===== src/rtl/memory_bus_arbiter.sv =====
// Round-robin arbiter that lets NUM_PORTS requesters share one memory_bus, one transaction at a time.
// Latency: mem dispatch 2 cycles after a port dispatch when idle; each port holds one request and ignores pulses while busy.
module memory_bus_arbiter #(
  parameter int NUM_PORTS  = 2,
  parameter int ADDR_WIDTH = 32,
  parameter int DATA_WIDTH = 8,
  localparam int GW = (NUM_PORTS > 1) ? $clog2(NUM_PORTS) : 1
) (
  input  logic                            clk_in,
  input  logic                            rst_in,
  input  logic [NUM_PORTS*ADDR_WIDTH-1:0] req_addr,
  input  logic [NUM_PORTS*DATA_WIDTH-1:0] req_write_data,
  input  logic [NUM_PORTS-1:0]            req_dispatch_read,
  input  logic [NUM_PORTS-1:0]            req_dispatch_write,
  output logic [NUM_PORTS*DATA_WIDTH-1:0] req_read_data,
  output logic [NUM_PORTS-1:0]            req_busy,
  output logic [ADDR_WIDTH-1:0]           mem_addr,
  output logic [DATA_WIDTH-1:0]           mem_write_data,
  output logic                            mem_dispatch_read,
  output logic                            mem_dispatch_write,
  input  logic [DATA_WIDTH-1:0]           mem_read_data,
  input  logic                            mem_busy,
  output logic [GW-1:0]                   grant_id
);

  localparam logic [1:0] ST_IDLE  = 2'd0;
  localparam logic [1:0] ST_ISSUE = 2'd1;
  localparam logic [1:0] ST_WAIT  = 2'd2;

  logic [1:0]            state;
  logic [ADDR_WIDTH-1:0] slot_addr [NUM_PORTS];
  logic [DATA_WIDTH-1:0] slot_data [NUM_PORTS];
  logic [NUM_PORTS-1:0]  slot_rd;
  logic [NUM_PORTS-1:0]  accept;
  logic                  arb_found;
  logic [GW-1:0]         arb_idx;
  logic                  xfer_done;

  // req_busy doubles as the slot-valid flag: a slot stays owned until its transaction completes.
  always_comb begin
    accept = '0;
    for (int p = 0; p < NUM_PORTS; p++) begin
      accept[p] = !req_busy[p] && (req_dispatch_read[p] || req_dispatch_write[p]);
    end
  end

  // Search starts just after the last winner, so the last served port has lowest priority.
  always_comb begin
    arb_found = 1'b0;
    arb_idx   = '0;
    for (int i = 1; i <= NUM_PORTS; i++) begin
      if (!arb_found && req_busy[(int'(grant_id) + i) % NUM_PORTS]) begin
        arb_found = 1'b1;
        arb_idx   = GW'((int'(grant_id) + i) % NUM_PORTS);
      end
    end
  end

  assign xfer_done = (state == ST_WAIT) && !mem_busy;

  always_ff @(posedge clk_in) begin
    if (rst_in) begin
      slot_rd <= '0;
      for (int p = 0; p < NUM_PORTS; p++) begin
        slot_addr[p] <= '0;
        slot_data[p] <= '0;
      end
    end else begin
      for (int p = 0; p < NUM_PORTS; p++) begin
        if (accept[p]) begin
          slot_addr[p] <= req_addr[p*ADDR_WIDTH +: ADDR_WIDTH];
          slot_data[p] <= req_write_data[p*DATA_WIDTH +: DATA_WIDTH];
          slot_rd[p]   <= req_dispatch_read[p];
        end
      end
    end
  end

  always_ff @(posedge clk_in) begin
    if (rst_in) begin
      req_busy <= '0;
    end else begin
      for (int p = 0; p < NUM_PORTS; p++) begin
        if (accept[p]) begin
          req_busy[p] <= 1'b1;
        end else if (xfer_done && (grant_id == GW'(p))) begin
          req_busy[p] <= 1'b0;
        end
      end
    end
  end

  always_ff @(posedge clk_in) begin
    if (rst_in) begin
      state              <= ST_IDLE;
      grant_id           <= GW'(NUM_PORTS - 1);
      mem_addr           <= '0;
      mem_write_data     <= '0;
      mem_dispatch_read  <= 1'b0;
      mem_dispatch_write <= 1'b0;
    end else begin
      mem_dispatch_read  <= 1'b0;
      mem_dispatch_write <= 1'b0;
      case (state)
        ST_IDLE: begin
          if (arb_found && !mem_busy) begin
            grant_id       <= arb_idx;
            mem_addr       <= slot_addr[arb_idx];
            mem_write_data <= slot_data[arb_idx];
            if (slot_rd[arb_idx]) begin
              mem_dispatch_read <= 1'b1;
            end else begin
              mem_dispatch_write <= 1'b1;
            end
            state <= ST_ISSUE;
          end
        end
        // One-cycle gap gives the memory system time to raise busy.
        ST_ISSUE: state <= ST_WAIT;
        ST_WAIT: begin
          if (!mem_busy) begin
            state <= ST_IDLE;
          end
        end
        default: state <= ST_IDLE;
      endcase
    end
  end

  always_ff @(posedge clk_in) begin
    if (rst_in) begin
      req_read_data <= '0;
    end else if (xfer_done && slot_rd[grant_id]) begin
      req_read_data[int'(grant_id)*DATA_WIDTH +: DATA_WIDTH] <= mem_read_data;
    end
  end

endmodule

===== config.mk =====
export PLATFORM = sky130hd
export DESIGN_NAME = memory_bus_arbiter
export DESIGN_NICKNAME = d
export VERILOG_FILES = /design/src/rtl/memory_bus_arbiter.sv
export SDC_FILE = /design/constraint.sdc
export NUM_CORES = 1
export LEC_CHECK = 0
export CAP_MARGIN = 20
export CORE_ASPECT_RATIO = 1.4
export CORE_UTILIZATION = 53
export CTS_CLUSTER_SIZE = 8
export DETAILED_ROUTE_END_ITERATION = 10
export PLACE_DENSITY = 0.86
export SLEW_MARGIN = 20
export SYNTH_ARGS = -nofsm -noshare
export SYNTH_HDL_FRONTEND = slang
export SYNTH_SLANG_ARGS = --single-unit

===== constraint.sdc =====
create_clock -name clk_in -period 8.1 [get_ports clk_in]
set_input_delay 2.025 -clock clk_in [delete_from_list [all_inputs] [get_ports clk_in]]
set_output_delay 2.025 -clock clk_in [all_outputs]
set_load 0.03 [all_outputs]

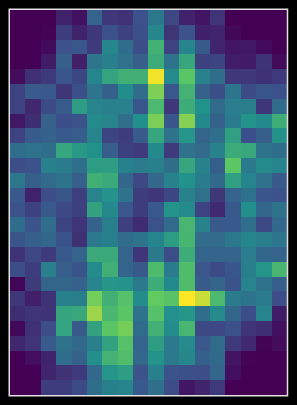
Figure 1: routed metal per tile.
Drawn at 3 px/um. 18 x 26 tiles, from dark purple (low) to yellow (high), scaled to the fullest tile. Values are wire area over tile area, all layers added.
The fullest tile reaches 0.59. 7.5% of the tiles are nearly empty. The densest ninth of the die: bottom centre. 17% of the tiles are over half the peak. The emptiest ninth of the die: upper left. The mean over all tiles is 0.19.
DR vias: 4,242
GRT Util Overall: 25.48%
final wirelength: 14,120 um

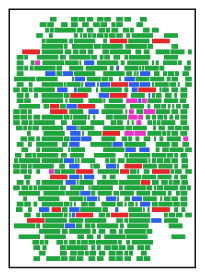
Figure 2: drive-strength map.
Drawn at 2 px/um.
_6 and larger: drawn in red, cells 22, most used clkbuf_16. _3 and _4 cells: drawn in magenta, cells 12, most used buf_4. _2 cells: drawn in blue, cells 44, most used a221oi_2. _0 and _1 cells: drawn in green, cells 533, most used clkdlybuf4s50_1.
final instance area: 8170 um^2
nonclk buf count: 159
area grow syn2layout: 35.17%
setup ws final: 4252 ps

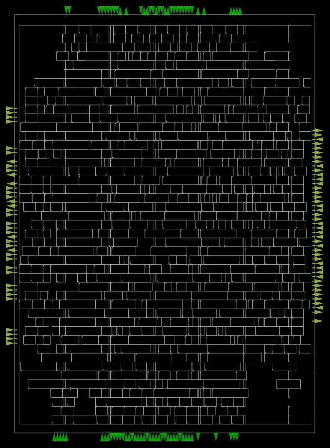
Figure 3: cell placement.
Final Core Density: 74.42%
# fillers: 697

==> results.tsv <==
metric	value	unit
cp-start-kind	input port	
reg2reg_to	mem_addr[26]	
p_leak	2.969	nW
ys.flops	145	
required	8410	ps
hold_start	mem_addr[31]	
dpl_cell_area	7609	um^2
combinationalPower	0.302	mW
seqCellArea	3704	um^2
pwr.group.clock	0.720	mW
comb_area	1989	um^2
portBuffers	155	
holdPathEnd	mem_addr[31]	
cts_root_buf	clkbuf_16	
worstPathMaxFanout	43	
swShare	24.72	%
grt_pass1_wl	22380	um
skew	4.860	ps
rows	45	
power.switching	0.4707	mW
tns	0	ps
max_freq	259.9	MHz
syn-mean-instance-area	13.11	um^2
holdPathStages	2	
routed_via_density	5.641	
yosysCellCount	461	
status	complete, no violations	
place_congestion	0.7938	
dieArea	11840	um^2
synth.top_cells.by_count	and2_1, edfxtp_1, dfxtp_1	
syn_area	6045	um^2
inv_count	44	
antenna_found_initial	0	
flops	145	
mostFrequentLayoutCell	clkdlybuf4s50_1	
cts.sinks	145	
num-multi-input-gates	231	
p_total	1.904	mW
tool_warnings	26	
slew_violations	0	
taps	141	
crit_end	mem_addr[26]	
sequentialPower	0.882	mW
grt_pass1_vias	4464	
clk_path_buf_depth	2	
startpoint	mem_busy	
cp.arrival	4160	ps
dominant_cells	flip-flops and latches	
top_area_share	39.74	%
met3_usage	6.147	%
ys_seq_share	61.27	%
synth_chip_area	6045	um^2
met2_length	7858	um
final_layout_size_suffix_gt1_share	12.77	%
drt-met1-wl	5009	um
cts_resized	0	
p_clk_share	37.8	%
cts_tree	done	
hpwl	9104	um
fin_cells	752	
top_usage_layer	met2	
maxPowerGroup	registers	
drtAntennaViolNets	0	
drc_errors	0	
final_hold_viol_count	0	
setup_viol	0	
syn_nets	556	
seqAreaFraction	45.33	%
htree_levels	4	
timing.final.crit_share	47.51	%
clk_latency	420	ps
synth_cells	461	
power.combinational.fraction	15.9	%
grt_max_degree	81	
core_area	10980	um^2
topCellsByArea	edfxtp_1, dfxtp_1, a221oi_2, and2_1, o32ai_1	
largest_area_cell	edfxtp_1	
crit_path_end_kind	register	
met2_usage	46.88	%
met3WireLength	743	um
diodes	0	
rsz0062_at_grt	no	
ctsHoldBuffers	0	
clk_share	6.815	%
synth_cell_types	33	
synthArstFlopShare	0	%
place_inst	720	
clk_pin_slew	50	ps
min_path_type	register to register	
slew-limit-headroom	31.23	%
grtUsageMet1	26.81	%
drt_iter0_drc	272	
criticalPathCategory	input port to register	
edf_count	80	
top_layer_used	met4	
routedWlPerCell	18.78	um
r2r_cells	5	
synth_warnings	0	
final_cell_mix	clkdlybuf4s50_1, and2_1, edfxtp_1	
holdWs	464.9	ps
io_pins	156	
period_needed	3848	ps
powerDensity	233.1	nW/um^2
initial_core_util	55.05	%
max-cap-violations	0	
worstMarginPinSlew	1032	ps
cts_buffers	17	
p_int	1.434	mW
clkbuf_count	27	
die-width	92.26	um
timing.rr.start	state[0]	
nets	693	
place_ws	3805	ps
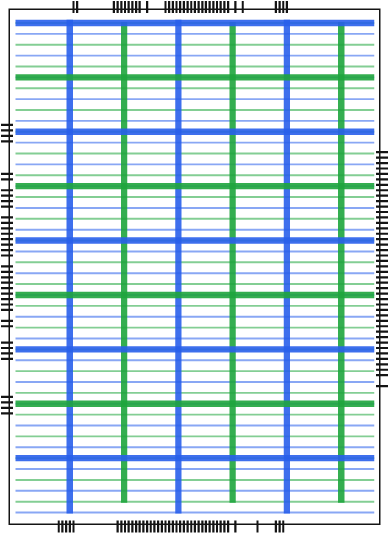
Figure 4: PDN straps and rails.
Drawn at 4 px/um. Pins as bars on the die edge.
VSS: drawn in blue. VDD: drawn in green.
9 straps on met5. 6 straps on met4. 156 signal pins sit on the boundary. The core has 45 rows.
Die H: 128.4 um
Peak VDD IR: 176.7 uV

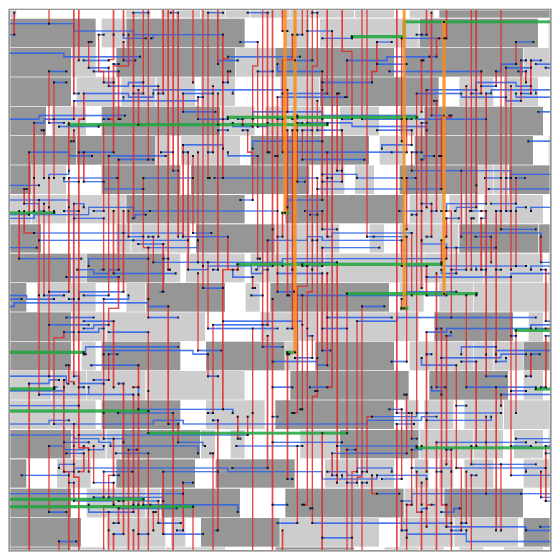
Figure 5: close-up of the layout.
Region (21, 65) to (71, 115) um. Cells in grey, sequential cells in the stronger grey; small squares are vias.
metal 4: drawn in orange. metal 3: drawn in green. metal 1: drawn in blue. metal 2: drawn in red.
Sequential cells in the window: 48. Most frequent: edfxtp_1 (27), dfxtp_1 (21). Netlist names of flops here include `slot_addr` (26), `mem_addr` (18). 145 logic cells have their middle in the window.

==> sequential cells by signal, indices dropped and copies added (netlist names) <==
| name | flops |
|---|---|
| grant_id | 1 |
| mem_addr | 32 |
| mem_dispatch_read | 1 |
| mem_dispatch_write | 1 |
| mem_write_data | 8 |
| req_busy | 2 |
| req_read_data | 16 |
| slot_addr | 64 |
| slot_data | 16 |
| slot_rd | 2 |
| state | 2 |
==> worst max-delay path, cell delays in order <==
cell and delay, ps:
clkdlybuf4s50_1 500, nor3_4 150, buf_4 610, o21ai_4 90, buf_4 360, a221oi_1 390
==> kinds of logic after synthesis <==
family,share of synthesized area (%)
AND-OR/OR-AND,17.08
buffers and inverters,6.354
flip-flops,61.27
multiplexers,2.815
AND/OR/NAND/NOR,12.48
